run_1/layers.png
Drawn at 4 px/um. Two of the layers only.
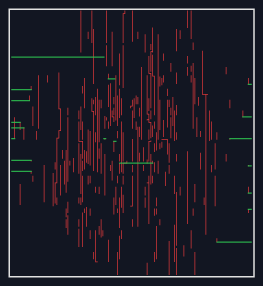
run_1/port_trees.png
Drawn at 4 px/um.
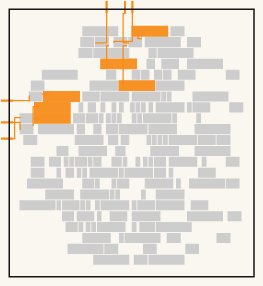
run_1/m2.png
Drawn at 8 px/um.
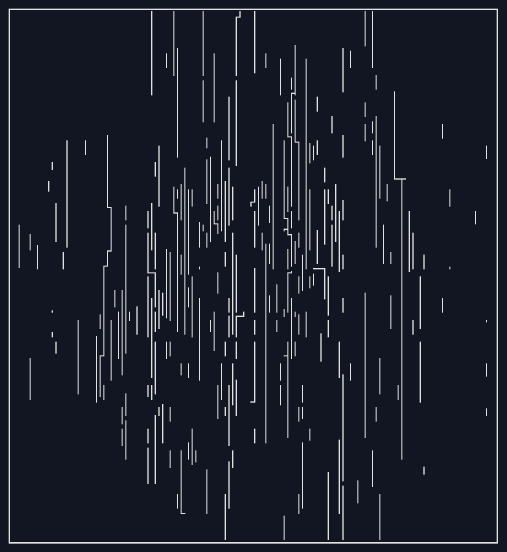
`src/rtl/mul_pkg.sv`:
```
// Shared constants for the pipelined integer multiplier: default operand width
// and the mode encoding carried on the sel input.
package mul_pkg;
   localparam int   DEFAULT_WIDTH = 6;
   localparam logic MODE_UNSIGNED = 1'b0;
   localparam logic MODE_SIGNED   = 1'b1;
endpackage

```
`src/rtl/mul_if.sv`:
```
// Operand/product bundle for mul_unit; the datapath source drives operands and
// mode, the multiplier drives the registered product.
interface mul_if
   import mul_pkg::*;
#(
   parameter int WIDTH = DEFAULT_WIDTH
) ();
   logic [WIDTH-1:0]   a;
   logic [WIDTH-1:0]   b;
   logic               sel;
   logic [2*WIDTH-1:0] out;

   modport master (output a, output b, output sel, input out);
   modport slave  (input a, input b, input sel, output out);
endinterface

```
`src/rtl/mul_pp_array.sv`:
```
// Combinational WIDTH x WIDTH Baugh-Wooley multiplier: partial-product rows,
// a linear carry-save chain, and a final ripple-carry adder. One array serves both modes.
module mul_pp_array
   import mul_pkg::*;
#(
   parameter int WIDTH = DEFAULT_WIDTH
) (
   input  logic [WIDTH-1:0]   a,
   input  logic [WIDTH-1:0]   b,
   input  logic               signed_mode,
   output logic [2*WIDTH-1:0] product
);
   localparam int PW = 2 * WIDTH;

   // Row WIDTH holds the constant correction bits at positions WIDTH and 2*WIDTH-1.
   logic [PW-1:0] pp_s [WIDTH+1];
   logic [PW-1:0] sum_s;
   logic [PW-1:0] carry_s;

   // Partial-product rows; in signed mode terms touching exactly one sign bit are inverted.
   always_comb begin
      for (int j = 0; j <= WIDTH; j++) begin
         pp_s[j] = '0;
      end
      for (int j = 0; j < WIDTH; j++) begin
         for (int i = 0; i < WIDTH; i++) begin
            pp_s[j][i+j] = (a[i] & b[j]) ^ (signed_mode & ((i == WIDTH-1) ^ (j == WIDTH-1)));
         end
      end
      pp_s[WIDTH][WIDTH]  = signed_mode;
      pp_s[WIDTH][PW-1]   = signed_mode;
   end

   // Carry-save reduction of all rows down to a sum/carry pair.
   always_comb begin : csa_chain
      logic [PW-1:0] s_v;
      logic [PW-1:0] c_v;
      logic [PW-1:0] t_v;
      logic [PW-1:0] maj_v;
      s_v   = pp_s[0];
      c_v   = pp_s[1];
      t_v   = '0;
      maj_v = '0;
      for (int k = 2; k <= WIDTH; k++) begin
         t_v   = s_v ^ c_v ^ pp_s[k];
         maj_v = (s_v & c_v) | (s_v & pp_s[k]) | (c_v & pp_s[k]);
         c_v   = {maj_v[PW-2:0], 1'b0};
         s_v   = t_v;
      end
      sum_s   = s_v;
      carry_s = c_v;
   end

   // Ripple-carry adder; the carry out of the top bit is dropped (modulo 2^PW).
   always_comb begin : cpa
      logic cy_v;
      cy_v    = 1'b0;
      product = '0;
      for (int i = 0; i < PW; i++) begin
         product[i] = sum_s[i] ^ carry_s[i] ^ cy_v;
         cy_v       = (sum_s[i] & carry_s[i]) | (cy_v & (sum_s[i] ^ carry_s[i]));
      end
   end
endmodule

```
`src/rtl/mul_unit.sv`:
```
// Two-stage pipelined unsigned/signed multiplier: operands and mode registered,
// then the array result registered onto out. Accepts a new pair every cycle.
module mul_unit
   import mul_pkg::*;
#(
   parameter int WIDTH = DEFAULT_WIDTH
) (
   input  logic clk,
   input  logic rst_n,
   mul_if.slave bus
);
   logic [WIDTH-1:0]   a_r;
   logic [WIDTH-1:0]   b_r;
   logic               sel_r;
   logic [2*WIDTH-1:0] prod_s;
   logic [2*WIDTH-1:0] out_r;

   // Stage 1: capture operands and mode together so mode changes never mix with in-flight work.
   always_ff @(posedge clk or negedge rst_n) begin
      if (!rst_n) begin
         a_r   <= '0;
         b_r   <= '0;
         sel_r <= 1'b0;
      end else begin
         a_r   <= bus.a;
         b_r   <= bus.b;
         sel_r <= (bus.sel == MODE_SIGNED);
      end
   end

   mul_pp_array #(.WIDTH(WIDTH)) u_array (
      .a           (a_r),
      .b           (b_r),
      .signed_mode (sel_r),
      .product     (prod_s)
   );

   // Stage 2: register the array result; reset clears it at once so no partial product escapes.
   always_ff @(posedge clk or negedge rst_n) begin
      if (!rst_n) begin
         out_r <= '0;
      end else begin
         out_r <= prod_s;
      end
   end

   assign bus.out = out_r;
endmodule

```
`src/flat_wrapper.sv`:
```
// flat-port wrapper written by rule: the top's interface ports become plain ports
module mul_unit_flat import mul_pkg::*;
#(
   parameter int WIDTH = DEFAULT_WIDTH
)
  (clk, rst_n, bus_a, bus_b, bus_sel, bus_out);
  mul_if #(.WIDTH(WIDTH)) bus_i ();
  input  logic clk;
  input  logic rst_n;
  input wire logic [$bits(bus_i.a)-1:0] bus_a;
  input wire logic [$bits(bus_i.b)-1:0] bus_b;
  input wire logic [$bits(bus_i.sel)-1:0] bus_sel;
  output wire logic [$bits(bus_i.out)-1:0] bus_out;
  assign bus_i.a = bus_a;
  assign bus_i.b = bus_b;
  assign bus_i.sel = bus_sel;
  assign bus_out = bus_i.out;
  mul_unit #(.WIDTH(WIDTH)) u_core (.clk(clk), .rst_n(rst_n), .bus(bus_i));
endmodule
```
`config.mk`:
```
export PLATFORM = sky130hd
export DESIGN_NAME = mul_unit_flat
export DESIGN_NICKNAME = d
export VERILOG_FILES = /design/src/rtl/mul_pkg.sv /design/src/rtl/mul_if.sv /design/src/rtl/mul_pp_array.sv /design/src/rtl/mul_unit.sv /design/src/flat_wrapper.sv
export SDC_FILE = /design/constraint.sdc
export NUM_CORES = 1
export LEC_CHECK = 0
export ABC_CLOCK_PERIOD_IN_PS = 11450
export CAP_MARGIN = 0
export CORE_ASPECT_RATIO = 1.1
export CORE_MARGIN = 2
export CORE_UTILIZATION = 46
export DETAILED_ROUTE_END_ITERATION = 10
export GPL_TIMING_DRIVEN = 0
export PLACE_DENSITY = 0.7
export SETUP_SLACK_MARGIN = 0.5
export SKIP_CTS_REPAIR_TIMING = 1
export SYNTH_ARGS = -nofsm -noshare
export SYNTH_HDL_FRONTEND = slang
export SYNTH_SLANG_ARGS = --single-unit
```
`constraint.sdc`:
```
create_clock -name clk -period 11.45 [get_ports clk]
set_input_delay 2.29 -clock clk [delete_from_list [all_inputs] [get_ports clk]]
set_output_delay 2.29 -clock clk [all_outputs]
set_load 0.01 [all_outputs]
```
==> flow_summary.rst, run 1 <==
Physical design figures
=======================

.. list-table::
   :header-rows: 1

   * - Metric
     - Value
   * - Cell count of the worst hold path
     - 1
   * - RSZ-0062 raised after global routing
     - false
   * - Top logic cell family in the synthesized netlist
     - adder cells
   * - Status
     - finished, final reports clean
   * - Initial antenna violation count
     - 0
   * - Worst path required time
     - 11.71 ns
   * - Core region area
     - between 3000 and 4000 um^2
   * - H-tree depth
     - 1
   * - Cell area after synthesis
     - 1630 um^2
   * - Clock-pin transition on the worst setup and hold timing paths
     - ~0.15 ns
   * - Area enclosed by the die boundary
     - between 4000 and 5000 um^2
   * - Placed Instance Area
     - 1950 um^2
   * - Die y size
     - ~67 um
   * - Fraction of layout cells with a size suffix above 1
     - 0.0298
   * - Layout area overhead
     - 21.4%
   * - Std-Cell Rows
     - 22
   * - Clk sinks
     - 25
   * - Number of library cell types mapped by synthesis
     - 9
   * - GR Overflow Total
     - 0
   * - Async S/R FF share, synth
     - 1.00
   * - Maximum clock path buffer count
     - 2
   * - Area of the synthesized netlist per yosys stat
     - about 1600 um^2
   * - Final sum of negative setup slack
     - 0 ns
   * - Uppermost signal routing layer after detailed routing
     - met4
Back to the opening pictures, layers.png:
Key: green = M3 [wire length 76.6 um]; red = M2 [wire length 1170 um]
DRT Wirelength: 2.18 mm
post-detailed-route wirelength per cell: 10.1 um
total vias in the final route: 979

Back to the opening pictures, port_trees.png:
Key: orange = `bus_a` [bits 6, direction input, end cells 6, wire 80.4 um]
number of ports placed on the die boundary: 27
Port Buffer Count: 26

Back to the opening pictures, m2.png:
The layer holds 54% of the routed length. The wires run mostly vertical. The longest straight run is 35.0 um. 186 nets have wire on it.

[run 1: flip-flops by register name, summed over array words and instances (netlist names)]
| name | count |
|---|---|
| u_core.bus.out | 12 |
| u_core.a_r | 6 |
| u_core.b_r | 6 |
| u_core.sel_r | 1 |
[run 1: worst max-delay path by stage]
stage	to	depth (start not counted)
floorplan	u_core.bus.out[11]$_DFF_PN0_	18
global placement	u_core.bus.out[11]$_DFF_PN0_	18
detailed placement	u_core.bus.out[11]$_DFF_PN0_	18
CTS	u_core.bus.out[11]$_DFF_PN0_	18
global route	u_core.bus.out[11]$_DFF_PN0_	18
finish	u_core.bus.out[11]$_DFF_PN0_	18
[run 1: worst max-delay path, cell delays in order, from the launching register on]
cell and delay, ns:
sky130_fd_sc_hd__dfrtp_1 0.46, sky130_fd_sc_hd__nand2_1 0.09, sky130_fd_sc_hd__xor2_1 0.17, sky130_fd_sc_hd__fa_1 0.54, sky130_fd_sc_hd__inv_1 0.05, sky130_fd_sc_hd__fa_1 0.53, sky130_fd_sc_hd__inv_1 0.05, sky130_fd_sc_hd__fa_1 0.44
sky130_fd_sc_hd__fa_1 0.51, sky130_fd_sc_hd__inv_1 0.05, sky130_fd_sc_hd__fa_1 0.47, sky130_fd_sc_hd__ha_1 0.22, sky130_fd_sc_hd__fa_1 0.37, sky130_fd_sc_hd__fa_1 0.36, sky130_fd_sc_hd__inv_1 0.07, sky130_fd_sc_hd__fa_1 0.17
sky130_fd_sc_hd__fa_1 0.18, sky130_fd_sc_hd__xor2_1 0.18, sky130_fd_sc_hd__xnor2_1 0.13
[run 1: cell usage in the layout (no fill, tap or decap), drive strengths merged]
cell,instances
clkinvlp,1
xnor2,3
fa,24
clkdlybuf4s50,26
and2,12
inv,29
nand2,24
ha,11
clkbuf,3
xor2,9
dfrtp,25
buf,1
[run 1: metrics by stage]
step	instances	power, mW	hold slack (ns)	utilization	worst slack, ns
after CTS	216	0.312	0.625	0.591	6.30
after global routing	216	0.340	0.675	0.591	6.05
after global placement	212	0.265	0.575	0.582	6.38
after floorplan	138	0.214	0.528	-	6.53
final	216	0.303	0.620	0.591	6.34
after detailed placement	212	0.270	0.591	0.582	6.33
[run 1: report_power, final]
group | switching (mW) | leakage (nW) | total (mW) | internal, mW
Clock | 0.0274 | 0.0139 | 0.0407 | 0.0133
Combinational | 0.0704 | 0.636 | 0.147 | 0.0764
Sequential | 0.00701 | 0.294 | 0.116 | 0.109
Total | 0.105 | 0.944 | 0.303 | 0.198
[run 1: layout make-up]
type                    count  area (um^2)
plain buffers               1         11.3
flip-flops and latches     25          626
clock inverters             1         7.51
fillers                   287         1370
well taps                  48         60.1
repair buffers             26          260
clock buffers               3         22.5
inverters                  29          109
multi-input cells          83          888
[run 1: cell families (layout without fill, tap and decap cells)]
| kind of cell | count (synthesis) | after routing |
|---|---|---|
| DFF | 25 | 25 |
| and+or+nand+nor | 36 | 36 |
| adders and majority gates | 35 | 35 |
| xor gates and xnor gates | 12 | 12 |
| buffers and inverters | 30 | 60 |
run_1/pinout.png
Drawn at 8 px/um. Pins as bars across the die edge, other pins in gray.
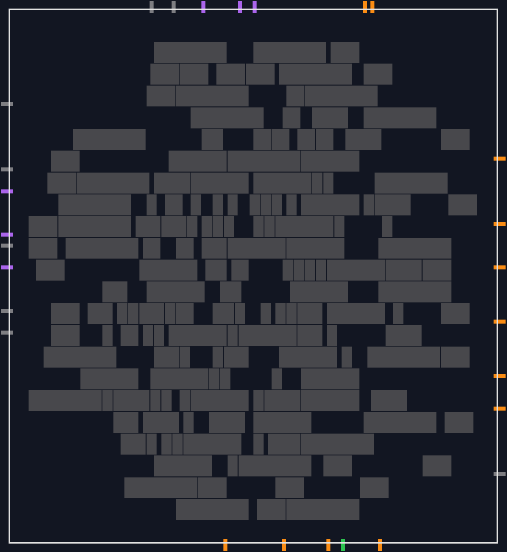

==> inputs of run 2 (changes only) <==
--- a/config.mk
+++ b/config.mk
@@ -5,14 +5,14 @@
 export SDC_FILE = /design/constraint.sdc
 export NUM_CORES = 1
 export LEC_CHECK = 0
-export ABC_CLOCK_PERIOD_IN_PS = 11450
+export ABC_CLOCK_PERIOD_IN_PS = 4500
 export CAP_MARGIN = 0
 export CORE_ASPECT_RATIO = 1.1
 export CORE_MARGIN = 2
 export CORE_UTILIZATION = 46
 export DETAILED_ROUTE_END_ITERATION = 10
 export GPL_TIMING_DRIVEN = 0
-export PLACE_DENSITY = 0.7
+export PLACE_DENSITY = 0.73
 export SETUP_SLACK_MARGIN = 0.5
 export SKIP_CTS_REPAIR_TIMING = 1
 export SYNTH_ARGS = -nofsm -noshare
==> constraint.sdc (replaced) <==
create_clock -name clk -period 4.5 [get_ports clk]
set_input_delay 0.9 -clock clk [delete_from_list [all_inputs] [get_ports clk]]
set_output_delay 0.9 -clock clk [all_outputs]
set_load 0.01 [all_outputs]
run_2/pinout.png
Drawn at 8 px/um. Pins as bars across the die edge, other pins in gray.
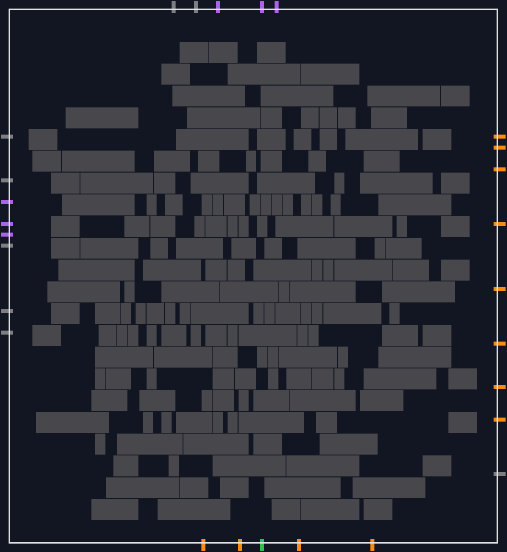
Key: green = `bus_sel` [pins 1, direction input, edge south]; purple = `bus_a` [pins 6, direction input, edge 3 north, 3 west]; orange = `bus_out` [pins 12, direction output, edge 8 east, 4 south]
All pins by edge: 9 east, 8 west, 5 north, 5 south.

==> run 2 against run 1 <==
  * The run now ends with negative setup slack left
  * Clock power is 150% higher
  * Register-to-register slack worse by 6.7 ns
  * Largest power group unchanged
  * Cell count is 4.2% higher
  * Global-route usage is 0.50 points higher
  * Via count is 3.0% higher
  * Non-clock buffer count is 9 higher
==> flow_summary.rst, run 2 <==
Physical design figures
=======================

.. list-table::
   :header-rows: 1

   * - Metric
     - Value
   * - GR Overflow Total
     - 0 (unchanged)
   * - Max Clock Skew
     - 0.00112 ns
   * - Number of ports placed on the die boundary
     - 27 (unchanged)
   * - Final Non-Filler Cells
     - 225 (+4.2%)
   * - Share of the yosys chip area belonging to registers
     - 0.383
   * - Number of flip-flops under the largest register name
     - 12 (unchanged)
   * - Post-detailed-route wirelength per cell
     - 10.6 um (+5.1%)
   * - Fraction of layout cells with a size suffix above 1
     - 0.153 (+0.123)
   * - Area of the synthesized netlist per yosys stat
     - 1630 um^2 (unchanged)
   * - H-tree depth
     - 1 (unchanged)
   * - Placed Instance Area
     - 1970 um^2 (+0.77%)
   * - Data arrival at the endpoint of the critical path
     - 5.06 ns
   * - Setup-failing EPs final
     - 3
   * - Area enclosed by the die boundary
     - 4050 um^2 (unchanged)
   * - Estimated wirelength of the detail-placed design
     - 1.94 mm
   * - Uppermost signal routing layer after detailed routing
     - met4
   * - Fraction of the core area covered by cells at the end of the flow
     - 0.623 (+0.0324)
   * - Top Layout Cells
     - sky130_fd_sc_hd__inv_1, sky130_fd_sc_hd__clkdlybuf4s50_1, sky130_fd_sc_hd__nand2_1
   * - Layout filler cell count
     - 290 (+1.0%)
   * - Cell area after synthesis
     - 1630 um^2 (unchanged)
   * - DRT Wirelength
     - 2.39 mm (+9.4%)
   * - Port Buffer Count
     - 26 (unchanged)
   * - Initial antenna violation count
     - 0 (unchanged)
   * - Die y size
     - 66.5 um (unchanged)
   * - Clk sinks
     - 25 (unchanged)
   * - Std-Cell Rows
     - 22 (unchanged)
   * - Clock-pin transition on the worst setup and hold timing paths
     - 0.13 ns (-0.02 ns)
   * - Cell count after placement
     - 212 (unchanged)
   * - Total vias in the final route
     - 1008 (+3.0%)
   * - Layout area overhead
     - 28.1%
   * - Status
     - finished, violations left
   * - Maximum clock path buffer count
     - 2 (unchanged)
   * - Basic-gate share of the synthesized area counting and, or, nand and nor cells
     - 0.101
   * - Async S/R FF share, synth
     - 1.00 (unchanged)
   * - Top logic cell family in the synthesized netlist
     - adder cells
   * - Synthesized-area fraction occupied by adder cells
     - 0.378
   * - Met3 layer wire length in the routed design
     - roughly 79 um
   * - Core region area
     - 3360 um^2 (unchanged)
   * - Failing checks
     - negative setup slack
   * - Type of the setup path with the least slack
     - reg -> reg
   * - Class of the tightest hold or removal check
     - reg -> reg
   * - Setup ws final
     - -0.336 ns (-6.68 ns)
   * - Hold slack final
     - 0.607 ns (-0.0126 ns)
   * - Total Power
     - 0.802 mW (+160%)
   * - RSZ-0062 raised after global routing
     - true
run_2/m2.png
Drawn at 8 px/um.
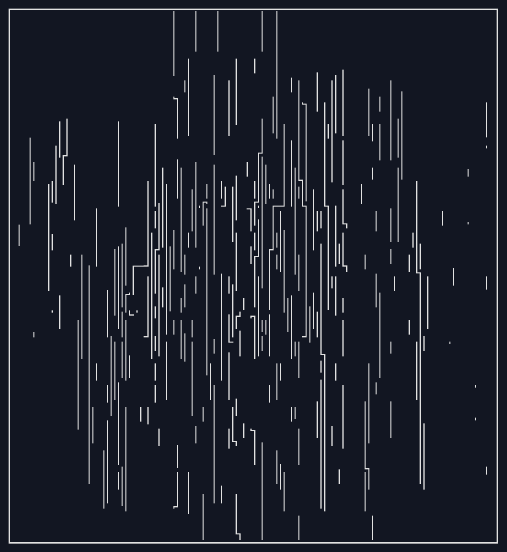
The longest straight run is 27.2 um. 201 nets have wire on it. The layer carries 1390 um of wire. The wires run mostly vertical.

[run 2: cell counts after synthesis]
Identical to the previous run, type by type.
[run 2: stage by stage]
stage / setup TNS, ns / setup slack (ns)
finish: -0.632 / -0.336
global route: -1.24 / -0.535
CTS: -1.07 / -0.468
detailed placement: -0.937 / -0.430
global placement: -0.803 / -0.388
floorplan: -0.440 / -0.255
[run 2: final timing paths]
check | start | end | depth (start not counted)
max in group asynchronous | rst_n | u_core.a_r[5]$_DFF_PN0_ | 1
worst min register to register | u_core.a_r[0]$_DFF_PN0_ | u_core.bus.out[0]$_DFF_PN0_ | 1
worst min-delay path | u_core.a_r[0]$_DFF_PN0_ | u_core.bus.out[0]$_DFF_PN0_ | 1
worst max register to register | u_core.a_r[5]$_DFF_PN0_ | u_core.bus.out[11]$_DFF_PN0_ | 18
worst max-delay path | u_core.a_r[5]$_DFF_PN0_ | u_core.bus.out[11]$_DFF_PN0_ | 18
min in group asynchronous | rst_n | u_core.bus.out[7]$_DFF_PN0_ | 1
[run 2: final cells by class]
class / instances / area [um^2] / area share
clock inverter: 1 / 7.51 / 0.00359
multi-input combinational: 83 / 918 / 0.439
inverter: 29 / 109 / 0.0520
tap: 48 / 60.1 / 0.0287
clock buffer: 3 / 22.5 / 0.0108
timing repair buffer: 35 / 328 / 0.157
sequential: 25 / 628 / 0.300
buffer: 1 / 20.0 / 0.00956
[run 2: critical path, cell delays in order (launching register included)]
cell and delay [ns]:
sky130_fd_sc_hd__dfrtp_2 0.42, sky130_fd_sc_hd__nand2_1 0.08, sky130_fd_sc_hd__xor2_1 0.17, sky130_fd_sc_hd__fa_1 0.48, sky130_fd_sc_hd__inv_1 0.05, sky130_fd_sc_hd__fa_1 0.38
sky130_fd_sc_hd__inv_2 0.07, sky130_fd_sc_hd__fa_1 0.41, sky130_fd_sc_hd__fa_1 0.54, sky130_fd_sc_hd__inv_1 0.05, sky130_fd_sc_hd__fa_1 0.48, sky130_fd_sc_hd__ha_2 0.17
sky130_fd_sc_hd__fa_2 0.19, sky130_fd_sc_hd__fa_2 0.19, sky130_fd_sc_hd__inv_2 0.04, sky130_fd_sc_hd__fa_2 0.35, sky130_fd_sc_hd__fa_2 0.36, sky130_fd_sc_hd__xor2_2 0.18
sky130_fd_sc_hd__xnor2_1 0.12
[run 2: power breakdown]
part / internal [mW] / switching, mW
clock: 0.0339 / 0.0668
sequential: 0.277 / 0.0185
combinational: 0.215 / 0.192
[run 2: routing by layer]
layer,GRT usage,vias to the layer above
li1,-,472
met1,0.171,511
met2,0.263,23
met3,0.0233,2
met4,0.0598,0
met5,0,-
[run 2: kinds of logic (layout without fill, tap and decap cells)]
kind of cell	Yosys count	in the layout
DFF	25	25
buffers and inverters	30	69
and+or+nand+nor	36	36
xor gates and xnor gates	12	12
adders and majority gates	35	35
==> inputs of run 3 (changes only) <==
--- a/config.mk
+++ b/config.mk
@@ -10,6 +10,7 @@
 export CORE_ASPECT_RATIO = 1.1
 export CORE_MARGIN = 2
 export CORE_UTILIZATION = 46
+export CTS_CLUSTER_SIZE = 14
 export DETAILED_ROUTE_END_ITERATION = 10
 export GPL_TIMING_DRIVEN = 0
 export PLACE_DENSITY = 0.73
run_3/m2.png
Drawn at 8 px/um.
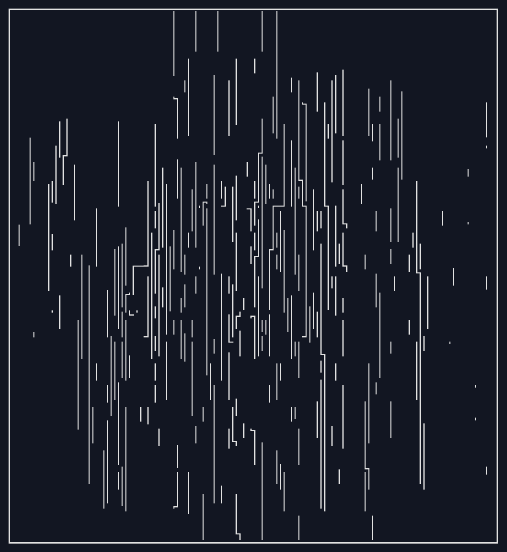
The layer holds 58% of the routed length. 201 nets have wire on it. The wires run mostly vertical. The layer carries 1390 um of wire. The longest straight run is 27.2 um.
total vias in the final route: 1008
DRT Wirelength: 2.39 mm
met2 usage: 0.263

==> run 3 against run 2 <==
  * The flow still finishes with violations (negative setup slack)
  * Register-to-register slack barely moved
  * Via count did not move
  * Worst hold slack did not move
==> flow_summary.rst, run 3 <==
Physical design figures
=======================

.. list-table::
   :header-rows: 1

   * - Metric
     - Value
   * - Achievable frequency
     - 0.207 GHz
   * - Core region area
     - 3360 um^2 (unchanged)
   * - Tightest Pin Transition
     - between 1 and 1.5 ns
   * - Status
     - finished, violations left
   * - Beginning of the worst register-to-register path
     - u_core.a_r[5]$_DFF_PN0_
   * - Top Layout Cells
     - sky130_fd_sc_hd__inv_1, sky130_fd_sc_hd__clkdlybuf4s50_1, sky130_fd_sc_hd__nand2_1
   * - Std-Cell Rows
     - 22 (unchanged)
   * - Cell area after synthesis
     - 1630 um^2 (unchanged)
   * - Depth of the most critical reg-to-reg path
     - 18 (unchanged)
   * - RSZ-0062 raised after global routing
     - true
   * - Area enclosed by the die boundary
     - 4050 um^2 (unchanged)
   * - Cell count after placement
     - 212 (unchanged)
   * - Pre-CTS worst setup slack
     - -0.430 ns (unchanged)
   * - Setup ws final
     - -0.336 ns (unchanged)
   * - GR Overflow Total
     - 0 (unchanged)
   * - Layout area overhead
     - 28.1% (unchanged)
   * - Maximum clock path buffer count
     - 2 (unchanged)
   * - Crit path to
     - u_core.bus.out[11]$_DFF_PN0_
   * - Share of the yosys chip area belonging to registers
     - 0.383 (unchanged)
   * - Setup-failing EPs final
     - 3 (unchanged)
   * - Area of the synthesized netlist per yosys stat
     - 1630 um^2 (unchanged)
   * - Final Non-Filler Cells
     - 225 (unchanged)
   * - Data arrival at the endpoint of the critical path
     - 5.06 ns (about the same)
   * - Async S/R FF share, synth
     - 1.00 (unchanged)
   * - Failing checks
     - negative setup slack
   * - Port Buffer Count
     - 26 (unchanged)
   * - Class of the tightest hold or removal check
     - reg -> reg
   * - Clk sinks
     - 25 (unchanged)
   * - Number of ports placed on the die boundary
     - 27 (unchanged)
   * - Fraction of layout cells with a size suffix above 1
     - 0.153 (unchanged)
   * - Initial antenna violation count
     - 0 (unchanged)
   * - Worst setup path startpoint
     - u_core.a_r[5]$_DFF_PN0_
   * - Post-detailed-route wirelength per cell
     - 10.6 um (unchanged)
   * - Max Clock Skew
     - 0.00112 ns (unchanged)
   * - Number of flip-flops under the largest register name
     - 12 (unchanged)
   * - Die y size
     - 66.5 um (unchanged)
   * - Initial DRC count
     - 23
   * - Type of the setup path with the least slack
     - reg -> reg
   * - Worst reg2reg path endpoint
     - u_core.bus.out[11]$_DFF_PN0_
run_3/port_trees.png
Drawn at 4 px/um.
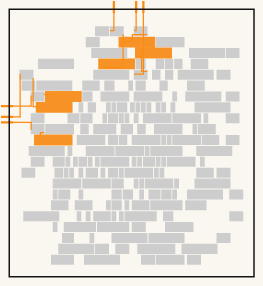
Key: orange = `bus_a` [bits 6, direction input, end cells 6, wire 95.9 um]

-- run 3: cell counts in the layout (fill, tap and decap cells not counted) --
No cell type changed its count.
-- run 3: cells by family (layout without fill, tap and decap cells) --
kind of cell	count (synthesis)	after routing	share of synthesized area
buf+inv	30	69	0.0735
fa+ha+maj	35	35	0.378
xor+xnor	12	12	0.0643
simple gates	36	36	0.101
flops	25	25	0.383
-- run 3: worst min-delay path by stage --
stage	from	end	slack, ns	cells past startpoint
floorplan	u_core.a_r[0]$_DFF_PN0_	u_core.bus.out[0]$_DFF_PN0_	0.53	1
global placement	u_core.a_r[0]$_DFF_PN0_	u_core.bus.out[0]$_DFF_PN0_	0.58	1
detailed placement	u_core.b_r[0]$_DFF_PN0_	u_core.bus.out[0]$_DFF_PN0_	0.58	1
CTS	u_core.b_r[0]$_DFF_PN0_	u_core.bus.out[0]$_DFF_PN0_	0.61	1
global route	u_core.a_r[0]$_DFF_PN0_	u_core.bus.out[0]$_DFF_PN0_	0.64	1
finish	u_core.a_r[0]$_DFF_PN0_	u_core.bus.out[0]$_DFF_PN0_	0.61	1
-- run 3: worst max-delay path, stage by stage (launching register included) --
cell	delay, ns
sky130_fd_sc_hd__dfrtp_2	0.42
sky130_fd_sc_hd__nand2_1	0.08
sky130_fd_sc_hd__xor2_1	0.17
sky130_fd_sc_hd__fa_1	0.48
sky130_fd_sc_hd__inv_1	0.05
sky130_fd_sc_hd__fa_1	0.38
sky130_fd_sc_hd__inv_2	0.07
sky130_fd_sc_hd__fa_1	0.41
sky130_fd_sc_hd__fa_1	0.54
sky130_fd_sc_hd__inv_1	0.05
sky130_fd_sc_hd__fa_1	0.48
sky130_fd_sc_hd__ha_2	0.17
sky130_fd_sc_hd__fa_2	0.19
sky130_fd_sc_hd__fa_2	0.19
sky130_fd_sc_hd__inv_2	0.04
sky130_fd_sc_hd__fa_2	0.35
sky130_fd_sc_hd__fa_2	0.36
sky130_fd_sc_hd__xor2_2	0.18
sky130_fd_sc_hd__xnor2_1	0.12
-- run 3: cell type report --
cell class	instances	area [um^2]
Buffer	1	20.0
Clock buffer	3	22.5
Clock inverter	1	7.51
Fill cell	290	1260
Inverter	29	109
Multi-Input combinational cell	83	918
Sequential cell	25	628
Tap cell	48	60.1
Timing Repair Buffer	35	328
-- run 3: report_power, final --
group | internal, mW | switching, mW
registers | 0.277 | 0.0185
logic | 0.215 | 0.192
clock network | 0.0339 | 0.0668
-- run 3: routing by layer --
metal  GRT usage  share of wire
met2       0.263           0.58
met4      0.0598         0.0063
met3      0.0233          0.033
met1       0.171           0.38
met5           0              0
-- run 3: stage by stage --
stage,setup TNS (ns),utilization,hold slack [ns],area [um^2]
floorplan,-0.440,-,0.528,1650
global placement,-0.803,0.586,0.577,1970
detailed placement,-0.937,0.586,0.579,1970
CTS,-1.07,0.595,0.610,2000
global route,-1.24,0.623,0.643,2090
finish,-0.632,0.623,0.607,2090
Power and IR drop assume default switching activity.
